==> config.mk <==
export PLATFORM = sky130hd
export DESIGN_NAME = timer_record_store
export DESIGN_NICKNAME = d
export VERILOG_FILES = /design/src/rtl/timer_record_store_pkg.sv /design/src/rtl/timer_record_store_edge_pulse.sv /design/src/rtl/timer_record_store.sv
export SDC_FILE = /design/constraint.sdc
export NUM_CORES = 1
export LEC_CHECK = 0
export ABC_AREA = 0
export ABC_CLOCK_PERIOD_IN_PS = 6100
export CAP_MARGIN = 20
export CORE_ASPECT_RATIO = 1.5
export CORE_MARGIN = 2
export CORE_UTILIZATION = 60
export DETAILED_ROUTE_END_ITERATION = 10
export HOLD_SLACK_MARGIN = 0.06
export PLACE_DENSITY = 0.92
export SETUP_SLACK_MARGIN = 0.2
export SLEW_MARGIN = 5
export SYNTH_ARGS = -nofsm -noshare
export SYNTH_HDL_FRONTEND = slang
export SYNTH_SLANG_ARGS = --single-unit
==> constraint.sdc <==
create_clock -name clk -period 6.1 [get_ports clk]
set_input_delay 0.61 -clock clk [delete_from_list [all_inputs] [get_ports clk]]
set_output_delay 0.61 -clock clk [all_outputs]
set_load 0.005 [all_outputs]
==> src/rtl/timer_record_store_pkg.sv <==
// Shared definitions for the stopwatch lap/record store: digit geometry and
// display-mode state encoding.
package timer_record_store_pkg;

  localparam int unsigned DIGW = 4;
  localparam int unsigned NDIG = 4;
  localparam int unsigned RECW = DIGW * NDIG;

  // LIVE shows the running time, RECALL shows a stored record.
  typedef enum logic {
    StLive   = 1'b0,
    StRecall = 1'b1
  } rec_state_e;

endpackage

==> src/rtl/timer_record_store_edge_pulse.sv <==
// Single-bit rising-edge detector: one-cycle pulse when the sampled level goes
// from 0 to 1. A held level produces a single pulse.
module timer_record_store_edge_pulse (
  input  logic clk,
  input  logic rst_n,
  input  logic level,
  output logic pulse
);

  logic prev_q;

  // Remember last cycle's sample of the button level.
  always_ff @(posedge clk or negedge rst_n) begin
    if (!rst_n) begin
      prev_q <= 1'b0;
    end else begin
      prev_q <= level;
    end
  end

  // Pulse while the current sample is high and the previous one was low.
  always_comb begin
    pulse = level & ~prev_q;
  end

endmodule

==> src/rtl/timer_record_store.sv <==
// Lap/record store: captures the live MM:SS digits into a circular buffer and
// replays them newest-first on recall presses, driving the display mux select.
module timer_record_store
  import timer_record_store_pkg::*;
#(
  parameter int unsigned DEPTH = 4
) (
  input  logic                       clk,
  input  logic                       rst_n,
  input  logic [RECW-1:0]            live_digits,
  input  logic                       cap_btn,
  input  logic                       recall_btn,
  input  logic                       clear_btn,
  output logic [RECW-1:0]            rec_digits,
  output logic                       mux_sel,
  output logic [$clog2(DEPTH)-1:0]   rec_idx,
  output logic [$clog2(DEPTH):0]     rec_count,
  output logic                       full
);

  localparam int unsigned IdxW = $clog2(DEPTH);
  localparam int unsigned CntW = IdxW + 1;

  logic cap_p, rec_p, clr_p;

  rec_state_e          state_q, state_d;
  logic [IdxW-1:0]     wr_q, wr_d;
  logic [IdxW-1:0]     idx_q, idx_d;
  logic [CntW-1:0]     cnt_q, cnt_d;
  logic [RECW-1:0]     dig_q, dig_d;
  logic                we;
  logic [RECW-1:0]     buf_q [DEPTH];
  logic [IdxW-1:0]     newest;
  logic                is_full;

  timer_record_store_edge_pulse u_cap_edge (
    .clk   (clk),
    .rst_n (rst_n),
    .level (cap_btn),
    .pulse (cap_p)
  );

  timer_record_store_edge_pulse u_rec_edge (
    .clk   (clk),
    .rst_n (rst_n),
    .level (recall_btn),
    .pulse (rec_p)
  );

  timer_record_store_edge_pulse u_clr_edge (
    .clk   (clk),
    .rst_n (rst_n),
    .level (clear_btn),
    .pulse (clr_p)
  );

  // Next-state logic; clear beats capture, capture beats recall.
  always_comb begin
    state_d = state_q;
    wr_d    = wr_q;
    idx_d   = idx_q;
    cnt_d   = cnt_q;
    dig_d   = dig_q;
    we      = 1'b0;
    newest  = wr_q - IdxW'(1);
    is_full = (cnt_q == CntW'(DEPTH));
    if (clr_p) begin
      state_d = StLive;
      wr_d    = '0;
      idx_d   = '0;
      cnt_d   = '0;
      dig_d   = '0;
    end else begin
      unique case (state_q)
        StLive: begin
          if (cap_p) begin
            // A simultaneous recall press is dropped, not queued.
            we   = 1'b1;
            wr_d = wr_q + IdxW'(1);
            if (!is_full) cnt_d = cnt_q + CntW'(1);
          end else if (rec_p && cnt_q != '0) begin
            state_d = StRecall;
            idx_d   = '0;
            dig_d   = buf_q[newest];
          end
        end
        StRecall: begin
          if (rec_p) begin
            if ({1'b0, idx_q} < cnt_q - CntW'(1)) begin
              idx_d = idx_q + IdxW'(1);
              dig_d = buf_q[newest - idx_d];
            end else begin
              // Oldest entry was on show: back to live, digits hold.
              state_d = StLive;
              idx_d   = '0;
            end
          end
        end
        default: state_d = StLive;
      endcase
    end
  end

  // FSM, pointers and registered outputs.
  always_ff @(posedge clk or negedge rst_n) begin
    if (!rst_n) begin
      state_q <= StLive;
      wr_q    <= '0;
      idx_q   <= '0;
      cnt_q   <= '0;
      dig_q   <= '0;
    end else begin
      state_q <= state_d;
      wr_q    <= wr_d;
      idx_q   <= idx_d;
      cnt_q   <= cnt_d;
      dig_q   <= dig_d;
    end
  end

  // Record storage; contents are don't-care until written.
  always_ff @(posedge clk) begin
    if (we) buf_q[wr_q] <= live_digits;
  end

  // Drive ports from the registered state.
  always_comb begin
    rec_digits = dig_q;
    mux_sel    = (state_q == StRecall);
    rec_idx    = idx_q;
    rec_count  = cnt_q;
    full       = (cnt_q == CntW'(DEPTH));
  end

endmodule

==> impl_metrics.json, run 1 <==
{
  "final_layout_size_suffix_gt1_share_pct": 12.5,
  "grt_pass1_wl_mm": 13.0,
  "mux_share_pct": 16.6,
  "worst-setup-path-type": "reg -> reg",
  "die_w_um": 72.1,
  "tap_cells": 78,
  "rsz0062_at_grt": "false",
  "htree_levels": 3,
  "power_mw": 2.20,
  "lay_top_count": "edfxtp_1",
  "setup_violations": 0,
  "dr.pass1.iters": 4,
  "synth-edff-count": 64,
  "crit_arrival_ns": 3.54,
  "gr-usage-all-layers_pct": 23.1,
  "finalHoldViolCount": 0,
  "min_delay_path_depth": 1,
  "status": "complete, no violations",
  "slew_viol_final": 0,
  "cap_violations": 0,
  "grt_max_degree": 28,
  "comb_cells": 153,
  "openroad.warnings": 31
}
==> run 1: cells in the mapped netlist, types with 2 or more instances <==
cell type,count
edfxtp_1,64
mux2i_1,33
ha_1,9
nand2b_1,3
nor2_1,8
mux4_2,16
xnor2_2,2
o22ai_1,17
buf_2,2
dfrtp_1,27
xnor2_1,4
buf_6,4
nor3_1,3
a21oi_1,2
a211o_1,16
nor2b_1,4
inv_1,5
o21ai_0,2
buf_4,2
clkbuf_1,6
and3_1,20
==> run 1: cells by family after synthesis <==
group,Yosys count
DFF,91
xor gates and xnor gates,6
buffers and inverters,20
adders and majority gates,9
muxes,49
AOI/OAI and AO/OA,42
and+or+nand+nor,47
==> run 1: stage by stage <==
step                      hold slack, ns  util, %  instance area, µm²  instances
after floorplan                    0.314        -                4170        264
after global placement             0.469     68.2                4640        373
after detailed placement           0.475     68.2                4640        373
after CTS                          0.492     71.1                4840        389
after global routing               0.512     71.2                4840        390
final                              0.487     71.2                4840        390
==> run 1: critical path: cells and delay by family (launching register included) <==
family,cells,cell delay (ns)
muxes,1,0.26
xor gates and xnor gates,2,0.79
buffers and inverters,2,0.51
DFF,1,0.38
AOI/OAI and AO/OA,2,0.39
adders and majority gates,1,0.83
==> run 1: per-layer routing <==
layer  wire length [µm]  track usage [%]  up-vias
met1               3120             29.4     1278
met4                163             10.4        0
met2               4330             37.4       93
met5                  0                0        -
li1                   -                -     1138
met3                467             5.59       12
==> run 1: flip-flops by register name, indices dropped and copies added, names as in the netlist <==
register and cells:
u_rec_edge.prev_q 1, rec_digits 16, wr_q 2, u_cap_edge.prev_q 1
mux_sel 1, buf_q 64, u_clr_edge.prev_q 1, rec_idx 2
rec_count 3
==> run 1: where the power goes <==
group	switching, mW	internal (mW)
combinational	0.462	0.521
sequential	0.0598	0.758
clock	0.198	0.199
total	0.719	1.48
run_1/port_nets.png
Drawn at 4 px/µm.
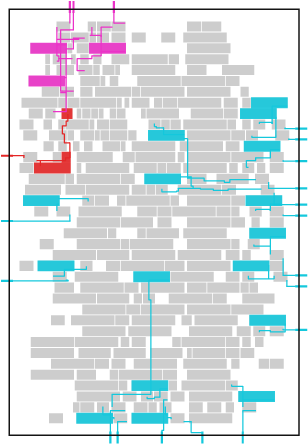
| color | port | bits | direction | end cells | buffers | wire |
|---|---|---|---|---|---|---|
| cyan | `rec_digits` | 16 | output | 16 | 16 | 364 µm |
| magenta | `rec_count` | 3 | output | 3 | 3 | 116 µm |
| red | `recall_btn` | 1 | input | 3 | 1 | 27.9 µm |

run_1/met3.png
Drawn at 4 px/µm. Cells faint in the background.
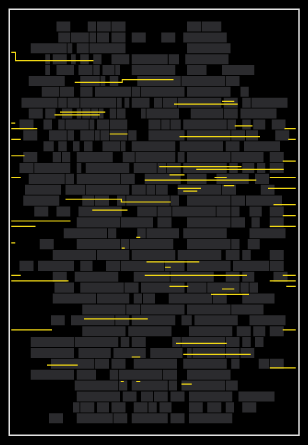
longest straight run: 27.6 µm
wire length on this layer: 467 µm
main direction: horizontal

run_1/final_clocks.png
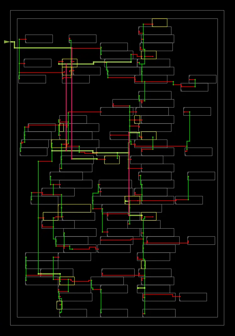
total CTS buffers: 9
FF+latch count: 91
CTS sink cnt: 91
Clock Latency Late Sink: 0.36 ns
Clock Skew: 0.0104 ns

==> run 2: changes to the inputs <==
ABC_CLOCK_PERIOD_IN_PS = 2700   (was 6100)
CORE_UTILIZATION = 51   (was 60)
PLACE_DENSITY = 0.84   (was 0.92)
clock period = 2.7 ns   (was 6.1 ns; I/O delays follow)
run_2/clock_map.png
Drawn at 4 px/µm.
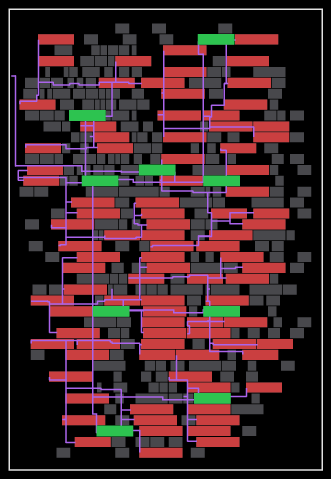
[green] cells driving clock nets | count: 9
[purple] clock wires | length: 949 µm
[red] flip-flops | count: 91
routed clock nets: 10
Clock Latency Late Sink: 0.34 ns
clock power share: 20.2%
Clock net power: 1.10 mW
Clock Skew: 0.00604 ns

==> run 2 against run 1 <==
Against the previous run: via count rose by 4.4%; die area rose by 17%; fmax rose by 45%; critical path depth rose by 1; clock power rose to 2.8 times the previous value.
==> impl_metrics.json, run 2 <==
{
  "lay_top_count": "edfxtp_1",
  "power_mw": 5.44,
  "wl_met2_mm": 4.90,
  "status": "complete, no violations",
  "dp_cells": 418,
  "openroad.warnings": 31,
  "cp_top_family": "AND-OR/OR-AND gates",
  "fin_util_pct": 64.1,
  "gr-usage-all-layers_pct": 21.7,
  "place_area_um2": 4820,
  "cts_sinks": 91,
  "slew_viol_final": 0,
  "synth-edff-count": 64,
  "top_cells_by_count": "edfxtp_1 (64), mux2i_1 (33), dfrtp_1 (27), and3_1 (20), o22ai_1 (17)",
  "worst-setup-path-type": "reg -> reg",
  "hold_ws_ns": 0.322,
  "final_layout_size_suffix_gt1_share_pct": 16.9,
  "m1WireLength_mm": 3.44,
  "dr.pass1.iters": 4,
  "busiest_layer": "met2",
  "htree_levels": 3,
  "top_cell": "edfxtp_1"
}
run_2/final_clocks.png
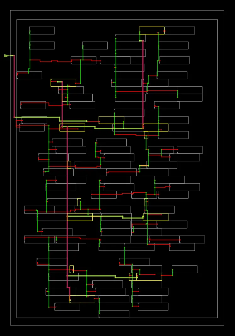
number of clock buffers in the layout: 12

## run 2: cell counts after synthesis
No cell type changed its count.
## run 2: worst max path at each step
stage	start	to	slack, ns	cells past startpoint
floorplan	wr_q[0]$_DFFE_PN0P_	rec_digits[14]$_DFFE_PN0P_	0.21	11
global placement	wr_q[0]$_DFFE_PN0P_	rec_digits[2]$_DFFE_PN0P_	0.23	8
detailed placement	wr_q[1]$_DFFE_PN0P_	rec_digits[0]$_DFFE_PN0P_	0.1	8
CTS	rec_count[0]$_DFFE_PN0P_	rec_digits[14]$_DFFE_PN0P_	0.45	9
global route	rec_count[0]$_DFFE_PN0P_	rec_digits[14]$_DFFE_PN0P_	0.32	9
finish	rec_count[0]$_DFFE_PN0P_	rec_digits[14]$_DFFE_PN0P_	0.44	9
## run 2: cells by family (layout without fill, tap and decap cells)
logic type,Yosys count,after routing,share of synthesized area (%)
AOI/OAI and AO/OA,42,42,7.56
xor gates and xnor gates,6,6,1.62
adders and majority gates,9,9,2.70
buffers and inverters,20,88,2.76
DFF,91,91,62.2
muxes,49,49,16.6
and+or+nand+nor,47,47,6.57
## run 2: cell type report
cell class | count | area (µm²) | share of cell area, %
Clock buffer | 12 | 236 | 4.64
Sequential cell | 91 | 2600 | 50.9
Clock inverter | 4 | 20.0 | 0.393
Inverter | 5 | 18.8 | 0.368
Multi-Input combinational cell | 153 | 1470 | 28.9
Timing Repair Buffer | 67 | 623 | 12.2
Tap cell | 105 | 131 | 2.58
## run 2: repair_timing
item / 4_1_cts / 5_1_grt
hold buffers: 0 / 0
resized: 0 / 0
setup buffers: 3 / 0
setup endpoints to repair: 9 / 0
## run 2: where the power goes
group          internal (mW)  switching (mW)  total (mW)
Sequential              1.71           0.145        1.86
Clock                  0.616           0.481        1.10
Combinational           1.36            1.12        2.49
Total                   3.69            1.75        5.44
No activity file was given, so power comes from the tool's default toggle rates.
